Figure 1. The clock network (run 1).
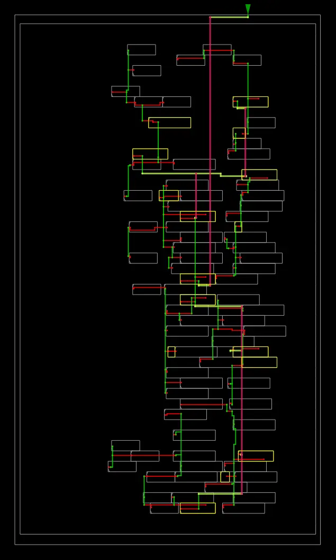
Figure 2. A small window of the routed layout (run 1).
Window x 30 to 80, y 79 to 129 um. Cells in gray, sequential cells in the stronger gray; small squares are vias.
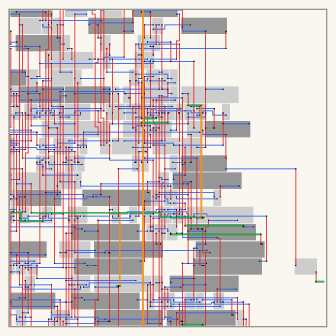
Figure 3. Met3 routing (run 1).
Scale: 4 px per um. Cells faint in the background.
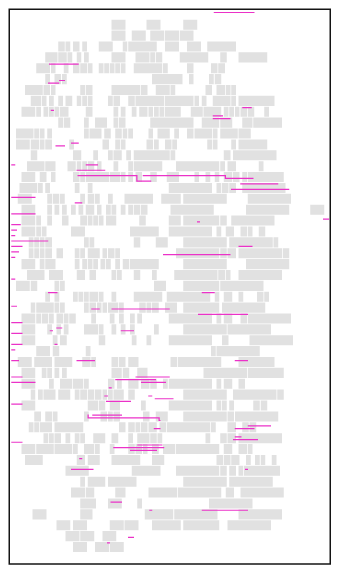
Figure 4. Signal wires on met4 (run 1).
Scale: 4 px per um. Supply wires on this layer in gray. Cells faint in the background.
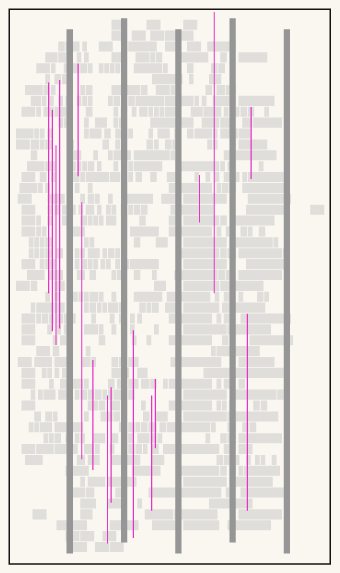
`src/rtl/pc_stack_if.sv`:
```
// pc_stack_if: control and status bundle between the fetch sequencer and
// pc_stack_unit.
//   master : drives stall/halt/jump/call/ret controls, receives PC and flags
//   slave  : the PC unit; receives controls, drives prog_ctr and status flags
// D is the PC/address width and must match the unit's D.
interface pc_stack_if #(parameter int D = 12);
    logic         stall;
    logic         absjump_en;
    logic         reljump_en;
    logic [D-1:0] target;
    logic [D-1:0] offset;
    logic         call_en;
    logic         ret_en;
    logic         halt_in;
    logic [D-1:0] prog_ctr;
    logic         halted;
    logic         stack_empty;
    logic         stack_full;
    logic         overflow_err;
    logic         underflow_err;

    modport master (
        output stall, absjump_en, reljump_en, target, offset, call_en, ret_en, halt_in,
        input  prog_ctr, halted, stack_empty, stack_full, overflow_err, underflow_err
    );

    modport slave (
        input  stall, absjump_en, reljump_en, target, offset, call_en, ret_en, halt_in,
        output prog_ctr, halted, stack_empty, stack_full, overflow_err, underflow_err
    );
endinterface

```
`src/rtl/pc_stack_unit.sv`:
```
// pc_stack_unit: program counter with absolute/relative jumps, a LIFO
// return-address stack for call/ret, stall, sticky halt and sticky
// overflow/underflow error flags. Drives the instruction-memory address.
//
// Ports:
//   clk    system clock, all state on the rising edge
//   reset  synchronous active-high reset
//   bus    pc_stack_if.slave: controls in (stall, absjump_en, reljump_en,
//          target, offset, call_en, ret_en, halt_in), registered status out
//          (prog_ctr, halted, stack_empty, stack_full, overflow_err,
//          underflow_err)
//
// Parameters: D (PC width), STACK_DEPTH (>=1), START_ADDR (reset PC),
//             PROG_LEN (program length, only used with PC_BOUNDS_EN).
//
// Optional feature: define PC_BOUNDS_EN to halt (PC holding its value) when
// any computed next PC is >= PROG_LEN. Without it the PC wraps mod 2^D.
module pc_stack_unit #(
    parameter int D           = 12,
    parameter int STACK_DEPTH = 4,
    parameter int START_ADDR  = 0,
    parameter int PROG_LEN    = 2**D
) (
    input  logic        clk,
    input  logic        reset,
    pc_stack_if.slave   bus
);
    localparam int CW = $clog2(STACK_DEPTH + 1);
    localparam int AW = (STACK_DEPTH > 1) ? $clog2(STACK_DEPTH) : 1;
    localparam logic [D:0] PLEN = (D+1)'(PROG_LEN);

    logic [D-1:0]  prog_ctr;
    logic [CW-1:0] count;
    logic          started;
    logic          halted;
    logic          stack_empty;
    logic          stack_full;
    logic          overflow_err;
    logic          underflow_err;
    logic [D-1:0]  stk [STACK_DEPTH];

    logic [D-1:0]  pc_inc;
    logic [D-1:0]  nxt_pc;
    logic [AW-1:0] top_idx;
    logic          do_push;
    logic          do_pop;
    logic          set_ovf;
    logic          set_unf;
    logic          out_of_range;
    logic          advance;

    assign pc_inc  = prog_ctr + 1'b1;
    assign top_idx = AW'(count - 1'b1);

    // Next-PC selection for a normal (started, not halted, not stalled) edge.
    // ret beats call beats absolute beats relative beats increment.
    always_comb begin
        nxt_pc  = pc_inc;
        do_push = 1'b0;
        do_pop  = 1'b0;
        set_ovf = 1'b0;
        set_unf = 1'b0;
        if (bus.ret_en) begin
            if (!stack_empty) begin
                nxt_pc = stk[top_idx];
                do_pop = 1'b1;
            end else begin
                set_unf = 1'b1;
            end
        end else if (bus.call_en) begin
            if (!stack_full) begin
                nxt_pc  = bus.target;
                do_push = 1'b1;
            end else begin
                set_ovf = 1'b1;
            end
        end else if (bus.absjump_en) begin
            nxt_pc = bus.target;
        end else if (bus.reljump_en) begin
            nxt_pc = prog_ctr + bus.offset;   // D-bit add, carry dropped
        end
    end

`ifdef PC_BOUNDS_EN
    assign out_of_range = ({1'b0, nxt_pc} >= PLEN);
`else
    logic unused_plen;
    assign unused_plen  = ^PLEN;
    assign out_of_range = 1'b0;
`endif

    // True on an edge where the PC/stack actually move.
    assign advance = !reset && started && !halted && !bus.halt_in && !bus.stall && !out_of_range;

    always_ff @(posedge clk) begin
        if (reset) begin
            prog_ctr      <= D'(START_ADDR);
            count         <= '0;
            started       <= 1'b0;
            halted        <= 1'b0;
            stack_empty   <= 1'b1;
            stack_full    <= 1'b0;
            overflow_err  <= 1'b0;
            underflow_err <= 1'b0;
        end else if (!started) begin
            started <= 1'b1;            // first edge after release only arms the PC
        end else if (!halted) begin
            if (bus.halt_in) begin
                halted <= 1'b1;
            end else if (!bus.stall) begin
                if (set_ovf) overflow_err  <= 1'b1;
                if (set_unf) underflow_err <= 1'b1;
                if (out_of_range) begin
                    halted <= 1'b1;     // bounds trip: PC and stack hold
                end else begin
                    prog_ctr <= nxt_pc;
                    if (do_push) begin
                        count       <= count + 1'b1;
                        stack_empty <= 1'b0;
                        stack_full  <= (count == CW'(STACK_DEPTH - 1));
                    end
                    if (do_pop) begin
                        count       <= count - 1'b1;
                        stack_full  <= 1'b0;
                        stack_empty <= (count == CW'(1));
                    end
                end
            end
        end
    end

    // Stack storage needs no reset; count alone defines validity.
    always_ff @(posedge clk) begin
        if (advance && do_push) stk[AW'(count)] <= pc_inc;
    end

    assign bus.prog_ctr      = prog_ctr;
    assign bus.halted        = halted;
    assign bus.stack_empty   = stack_empty;
    assign bus.stack_full    = stack_full;
    assign bus.overflow_err  = overflow_err;
    assign bus.underflow_err = underflow_err;
endmodule
```
`src/flat_wrapper.sv`:
```
// flat-port wrapper written by rule: the top's interface ports become plain ports
module pc_stack_unit_flat 
#(
    parameter int D           = 12,
    parameter int STACK_DEPTH = 4,
    parameter int START_ADDR  = 0,
    parameter int PROG_LEN    = 2**D
)
  (clk, reset, bus_stall, bus_absjump_en, bus_reljump_en, bus_target, bus_offset, bus_call_en, bus_ret_en, bus_halt_in, bus_prog_ctr, bus_halted, bus_stack_empty, bus_stack_full, bus_overflow_err, bus_underflow_err);
  pc_stack_if #(.D(D)) bus_i ();
  input  logic clk;
  input  logic reset;
  input wire logic [$bits(bus_i.stall)-1:0] bus_stall;
  input wire logic [$bits(bus_i.absjump_en)-1:0] bus_absjump_en;
  input wire logic [$bits(bus_i.reljump_en)-1:0] bus_reljump_en;
  input wire logic [$bits(bus_i.target)-1:0] bus_target;
  input wire logic [$bits(bus_i.offset)-1:0] bus_offset;
  input wire logic [$bits(bus_i.call_en)-1:0] bus_call_en;
  input wire logic [$bits(bus_i.ret_en)-1:0] bus_ret_en;
  input wire logic [$bits(bus_i.halt_in)-1:0] bus_halt_in;
  output wire logic [$bits(bus_i.prog_ctr)-1:0] bus_prog_ctr;
  output wire logic [$bits(bus_i.halted)-1:0] bus_halted;
  output wire logic [$bits(bus_i.stack_empty)-1:0] bus_stack_empty;
  output wire logic [$bits(bus_i.stack_full)-1:0] bus_stack_full;
  output wire logic [$bits(bus_i.overflow_err)-1:0] bus_overflow_err;
  output wire logic [$bits(bus_i.underflow_err)-1:0] bus_underflow_err;
  assign bus_i.stall = bus_stall;
  assign bus_i.absjump_en = bus_absjump_en;
  assign bus_i.reljump_en = bus_reljump_en;
  assign bus_i.target = bus_target;
  assign bus_i.offset = bus_offset;
  assign bus_i.call_en = bus_call_en;
  assign bus_i.ret_en = bus_ret_en;
  assign bus_i.halt_in = bus_halt_in;
  assign bus_prog_ctr = bus_i.prog_ctr;
  assign bus_halted = bus_i.halted;
  assign bus_stack_empty = bus_i.stack_empty;
  assign bus_stack_full = bus_i.stack_full;
  assign bus_overflow_err = bus_i.overflow_err;
  assign bus_underflow_err = bus_i.underflow_err;
  pc_stack_unit #(.D(D), .STACK_DEPTH(STACK_DEPTH), .START_ADDR(START_ADDR), .PROG_LEN(PROG_LEN)) u_core (.clk(clk), .reset(reset), .bus(bus_i));
endmodule
```
`config.mk`:
```
export PLATFORM = sky130hd
export DESIGN_NAME = pc_stack_unit_flat
export DESIGN_NICKNAME = d
export VERILOG_FILES = /design/src/rtl/pc_stack_if.sv /design/src/rtl/pc_stack_unit.sv /design/src/flat_wrapper.sv
export SDC_FILE = /design/constraint.sdc
export NUM_CORES = 1
export LEC_CHECK = 0
export ABC_AREA = 1
export ABC_CLOCK_PERIOD_IN_PS = 5900
export CAP_MARGIN = 0
export CORE_ASPECT_RATIO = 1.75
export CORE_UTILIZATION = 40
export DETAILED_ROUTE_END_ITERATION = 12
export HOLD_SLACK_MARGIN = 0.02
export PLACE_DENSITY = 0.62
export SYNTH_ARGS = -nofsm -noshare
export SYNTH_HDL_FRONTEND = slang
export SYNTH_SLANG_ARGS = --single-unit
```
`constraint.sdc`:
```
create_clock -name clk -period 5.9 [get_ports clk]
set_clock_uncertainty 0.2 [all_clocks]
set_input_delay 0.59 -clock clk [delete_from_list [all_inputs] [get_ports clk]]
set_output_delay 0.59 -clock clk [all_outputs]
set_load 0.01 [all_outputs]
```
==> Changelog: implementation, run 1 <==
### Implementation results

* H-Tree Depth at 3
* DRC Markers at 0
* Post-CTS Setup Repair Bufs at 0
* CP Capture Type: flop
* Crit path DAT at 3270 ps
* Final Setup Violations at 0
* Syn Nets at 570
* Gr ovfl total at 0
* Layout area overhead at 19.4%
* WP data required at 5650 ps
* Final min period at 3520 ps
* Final Max Tran Viols at 0
* Share of post-route cells with drive strength above 1 at 0.0705
* Die ar. at 11,100 um^2
* Main area contributors: edfxtp_1 34%, nand2_1 10%, dfxtp_1 9.9%
* Slew @ Worst Pin at 1020 ps
* CTS tree: done
* Final worst setup slack at 2380 ps
* CTS Buf Count at 9
* WL/cell at 16.6 um
* Cells after Synth at 520
* Setup TNS at 0 ps
* Run status: completed
* Cells in synth_stat.txt at 520
* Max Fanout on Critical Path at 12
* Clock buffer depth at 2
* Leak at 0.00209 uW
* MaxCap Viol Count at 0
* Starting DRT DRC Count at 143
* Post-synth top cells: 115 x nand2_1, 57 x inv_1, 52 x nor2_1, 51 x o21ai_0, 48 x edfxtp_1
* Simple share at 0.214
Notes on Figure 1 above:
Clk power: 556 uW
Worst-Skew Late Latency: 330 ps
clk sinks: 69
flip-flops: 69
clkbuf count: 11

Notes on Figure 2 above:
M1: in blue. M3: in green. M2: in red. M4: in orange.
Sequential cells in the window: 22. Most frequent: nor2_1 (17), o21ai_0 (14), inv_1 (13). 119 logic cells have their middle in the window. Netlist names of flops here include u_core.stk (12), u_core.bus.prog_ctr (3), u_core.count (2).

Notes on Figure 3 above:
The wires run mostly horizontal. The layer carries 363 um of wire. The longest straight run is 20.5 um. The layer holds 3.1% of the routed length.
WL final: 11.6 mm
via count: 3,748

Notes on Figure 4 above:
14 nets have wire on it. The longest straight run is 70.0 um. The layer holds 5.6% of the routed length. The wires run mostly vertical. The layer carries 649 um of wire.

## run 1: routing by layer
metal / global-route usage / share of wire / wire (um) / vias to the layer above
met2: 0.407 / 0.55 / 6320 / 108
met5: 0 / 0 / 0 / -
met4: 0.155 / 0.056 / 648 / 0
li1: - / - / - / 1863
met3: 0.0231 / 0.031 / 363 / 37
met1: 0.243 / 0.37 / 4220 / 1740
## run 1: power breakdown
part | leakage [uW] | internal (uW) | switching, uW
Sequential | 0.000613 | 524 | 12.2
Clock | 0.000161 | 363 | 193
Combinational | 0.00132 | 68.2 | 95.0
Total | 0.00209 | 955 | 301
## run 1: metrics by stage
stage | instance area, um^2 | cells | total power, uW
2_1_floorplan | 4250 | 520 | 646
5_1_grt | 5070 | 694 | 1310
3_5_place_dp | 4750 | 678 | 708
6_report | 5070 | 694 | 1260
3_3_place_gp | 4750 | 678 | 706
4_1_cts | 5070 | 694 | 1260
## run 1: sequential cells by signal (all words and copies together) (netlist names)
| signal | flops |
|---|---|
| u_core.stk | 48 |
| u_core.bus.prog_ctr | 12 |
| u_core.count | 3 |
| u_core.bus.halted | 1 |
| u_core.bus.overflow_err | 1 |
| u_core.bus.stack_empty | 1 |
| u_core.bus.stack_full | 1 |
| u_core.bus.underflow_err | 1 |
| u_core.started | 1 |
## run 1: cells in the final DEF (no fill, tap or decap), drive strengths merged, types with 11 or more instances in the layout
cell type      count
a21oi             27
clkbuf            11
clkdlybuf4s50     48
dfxtp             21
edfxtp            48
ha                17
inv               64
nand2            117
nand3             29
nor2              57
o21ai             58
o22ai             13
## run 1: final cells by class
class,instances,area [um^2],area share
clock buffer,11,264,0.0521
clock inverter,5,55.1,0.0109
multi-input combinational,369,2000,0.395
timing repair buffer,49,488,0.0962
inverter,64,240,0.0474
sequential,69,1860,0.367
tap,127,159,0.0313
## run 1: critical path, stage by stage
cell and delay, ps:
clkdlybuf4s50_1 570, inv_2 130, nor2_1 550, inv_1 180
nor2_1 190, nand3_1 190, nor2_1 860
## run 1: worst paths after layout
| kind | start | to | cells after the start |
|---|---|---|---|
| max reg2reg | u_core.count[0]$_SDFFE_PP0P_ | u_core.bus.prog_ctr[6]$_SDFFE_PP0P_ | 7 |
| min reg2reg | u_core.bus.overflow_err$_SDFFE_PP0P_ | u_core.bus.overflow_err$_SDFFE_PP0P_ | 2 |
| min | u_core.bus.overflow_err$_SDFFE_PP0P_ | u_core.bus.overflow_err$_SDFFE_PP0P_ | 2 |
| max | bus_call_en | u_core.stk[0][1]$_DFFE_PP_ | 7 |
## run 1: cells by family after synthesis
| group | count (synthesis) |
|---|---|
| simple gates | 212 |
| buf+inv | 82 |
| flops | 69 |
| xor+xnor | 10 |
| fa+ha+maj | 18 |
| compound gates | 129 |
## Run 2: what changed since run 1
--- a/config.mk
+++ b/config.mk
@@ -6,13 +6,13 @@
 export NUM_CORES = 1
 export LEC_CHECK = 0
 export ABC_AREA = 1
-export ABC_CLOCK_PERIOD_IN_PS = 5900
+export ABC_CLOCK_PERIOD_IN_PS = 3000
 export CAP_MARGIN = 0
 export CORE_ASPECT_RATIO = 1.75
 export CORE_UTILIZATION = 40
 export DETAILED_ROUTE_END_ITERATION = 12
 export HOLD_SLACK_MARGIN = 0.02
-export PLACE_DENSITY = 0.62
+export PLACE_DENSITY = 0.65
 export SYNTH_ARGS = -nofsm -noshare
 export SYNTH_HDL_FRONTEND = slang
 export SYNTH_SLANG_ARGS = --single-unit
==> constraint.sdc (replaced) <==
create_clock -name clk -period 3 [get_ports clk]
set_clock_uncertainty 0.2 [all_clocks]
set_input_delay 0.3 -clock clk [delete_from_list [all_inputs] [get_ports clk]]
set_output_delay 0.3 -clock clk [all_outputs]
set_load 0.01 [all_outputs]
==> run 2 against run 1 <==
Net effect: first-iteration DRC count grew 27%; combinational power grew 99%; sequential power grew 96%; largest cell class unchanged; critical path type is now flop to flop; wire length shrank 0.63%.
==> Changelog: implementation, run 2 <==
### Implementation results

* Via count at 3,800
* DRC Markers at 0
* Post-Layout Inst Area at 5180 um^2
* Starting DRT DRC Count at 182
* Run status: completed
* Crit Reg-Reg Startpoint: u_core.bus.prog_ctr[0]$_SDFFE_PP0P_
* WL final at 11.5 mm
* Dpl cell area at 4830 um^2
* Final Setup Violations at 0
* Max FFs per register at 48
* WL/cell at 16.3 um
* Final min period at 2450 ps
* Top Registers: u_core.stk: 48 flops, u_core.bus.prog_ctr: 12 flops, u_core.count: 3 flops
* Crit path DAT at 2510 ps
* Slew headroom at 0.632
* Die ar. at 11,100 um^2
* H-Tree Depth at 3
* Share of post-route cells with drive strength above 1 at 0.0865
* Leak at 0.00216 uW
* Slew @ Worst Pin at 552 ps
* Post-CTS Setup Repair Bufs at 0
* Gr ovfl total at 0
* Register area at 1860 um^2
* Cells after Synth at 520
* Hold path depth at 1
* CP Capture Type: flop
* CP endpoint: u_core.bus.prog_ctr[6]$_SDFFE_PP0P_
* CTS tree: done
* Logic area at 2000 um^2
* CTS Buf Count at 9
* Setup TNS at 0 ps
* Final Max Tran Viols at 0
* WP data required at 3060 ps
* Reg2reg path depth at 15
* MaxCap Viol Count at 0
* Commonest non-fill, non-tap cell in the layout: nand2_1
* Max Fanout on Critical Path at 7
* Reg2reg end: u_core.bus.prog_ctr[6]$_SDFFE_PP0P_
* Layout area overhead at 22.1%
* Syn Nets at 570
* Main area contributors: edfxtp_1 34%, nand2_1 10%, dfxtp_1 9.9%
* Dominant logic cell types in the final layout: 115 x nand2_1, 57 x inv_1, 52 x nor2_1
* Final worst setup slack at 549 ps
## run 2: cell counts after synthesis
No cell type changed its count.
## run 2: per-stage QoR
| stage | std cells | total power, uW |
|---|---|---|
| floorplan | 520 | 1270 |
| global placement | 689 | 1390 |
| detailed placement | 689 | 1390 |
| CTS | 705 | 2570 |
| global route | 705 | 2640 |
| finish | 705 | 2550 |
## run 2: logic make-up after synthesis
family	share of synthesized area
buf+inv	0.0901
compound gates	0.179
flops	0.438
xor+xnor	0.0242
simple gates	0.214
fa+ha+maj	0.0548
## run 2: report_power, final
| group | leakage [uW] | switching (uW) | internal (uW) |
|---|---|---|---|
| Combinational | 0.00137 | 186 | 138 |
| Sequential | 0.000613 | 21.6 | 1030 |
| Clock | 0.000172 | 364 | 812 |
| Total | 0.00216 | 572 | 1980 |
## run 2: worst min path at each step
| stage | from | endpoint | slack, ps |
|---|---|---|---|
| 6_report | u_core.bus.underflow_err$_SDFFE_PP0P_ | u_core.bus.underflow_err$_SDFFE_PP0P_ | 270 |
| 5_1_grt | u_core.bus.underflow_err$_SDFFE_PP0P_ | u_core.bus.underflow_err$_SDFFE_PP0P_ | 290 |
| 4_1_cts | u_core.bus.underflow_err$_SDFFE_PP0P_ | u_core.bus.underflow_err$_SDFFE_PP0P_ | 270 |
| 3_5_place_dp | u_core.bus.underflow_err$_SDFFE_PP0P_ | u_core.bus.underflow_err$_SDFFE_PP0P_ | 260 |
| 3_3_place_gp | u_core.bus.underflow_err$_SDFFE_PP0P_ | u_core.bus.underflow_err$_SDFFE_PP0P_ | 250 |
| 2_1_floorplan | reset | u_core.bus.stack_full$_SDFFE_PP0P_ | 170 |
## run 2: layout make-up
| type | instances | share of cell area |
|---|---|---|
| clock buffer | 15 | 0.0618 |
| multi-input combinational | 369 | 0.386 |
| tap | 127 | 0.0306 |
| timing repair buffer | 60 | 0.110 |
| clock inverter | 1 | 0.00579 |
| sequential | 69 | 0.359 |
| inverter | 64 | 0.0463 |
## run 2: critical path: stages, from the launching register on
cell	delay (ps)
dfxtp_1	470
ha_1	230
inv_1	80
fa_1	400
inv_1	90
nand3_1	70
nand3_1	140
nand2_1	100
a21o_1	160
nand3_1	60
nand2_1	50
nand2_1	50
nand2_1	50
nand2_1	60
nand2_1	40
a21oi_1	130
## run 2: layer usage
layer | wire length, um | vias to the layer above | global-route usage
li1 | - | 1888 | -
met1 | 4280 | 1807 | 0.229
met2 | 6520 | 79 | 0.427
met3 | 235 | 26 | 0.0284
met4 | 444 | 0 | 0.124
met5 | 0 | - | 0
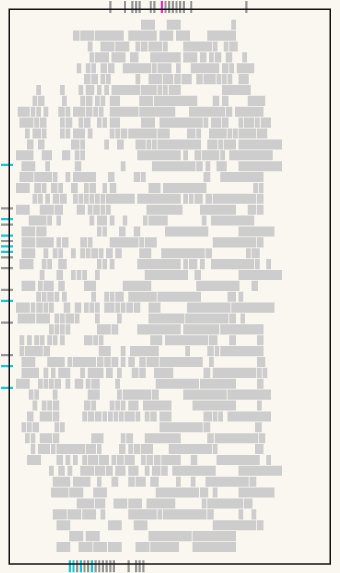
Figure 5: run 2, pin placement.
Scale: 4 px per um. Pins as bars across the die edge, other pins in gray.
bus_offset: in cyan, pins 12, direction input, edge 8 left, 4 bottom. bus_overflow_err: in magenta, pins 1, direction output, edge top.
All pins by edge: 17 bottom, 16 top, 16 left.
die width: 79.9 um
Die Height: 138 um
IO buf count: 48

Power figures rest on the tool's default switching activity, not on a simulated workload.
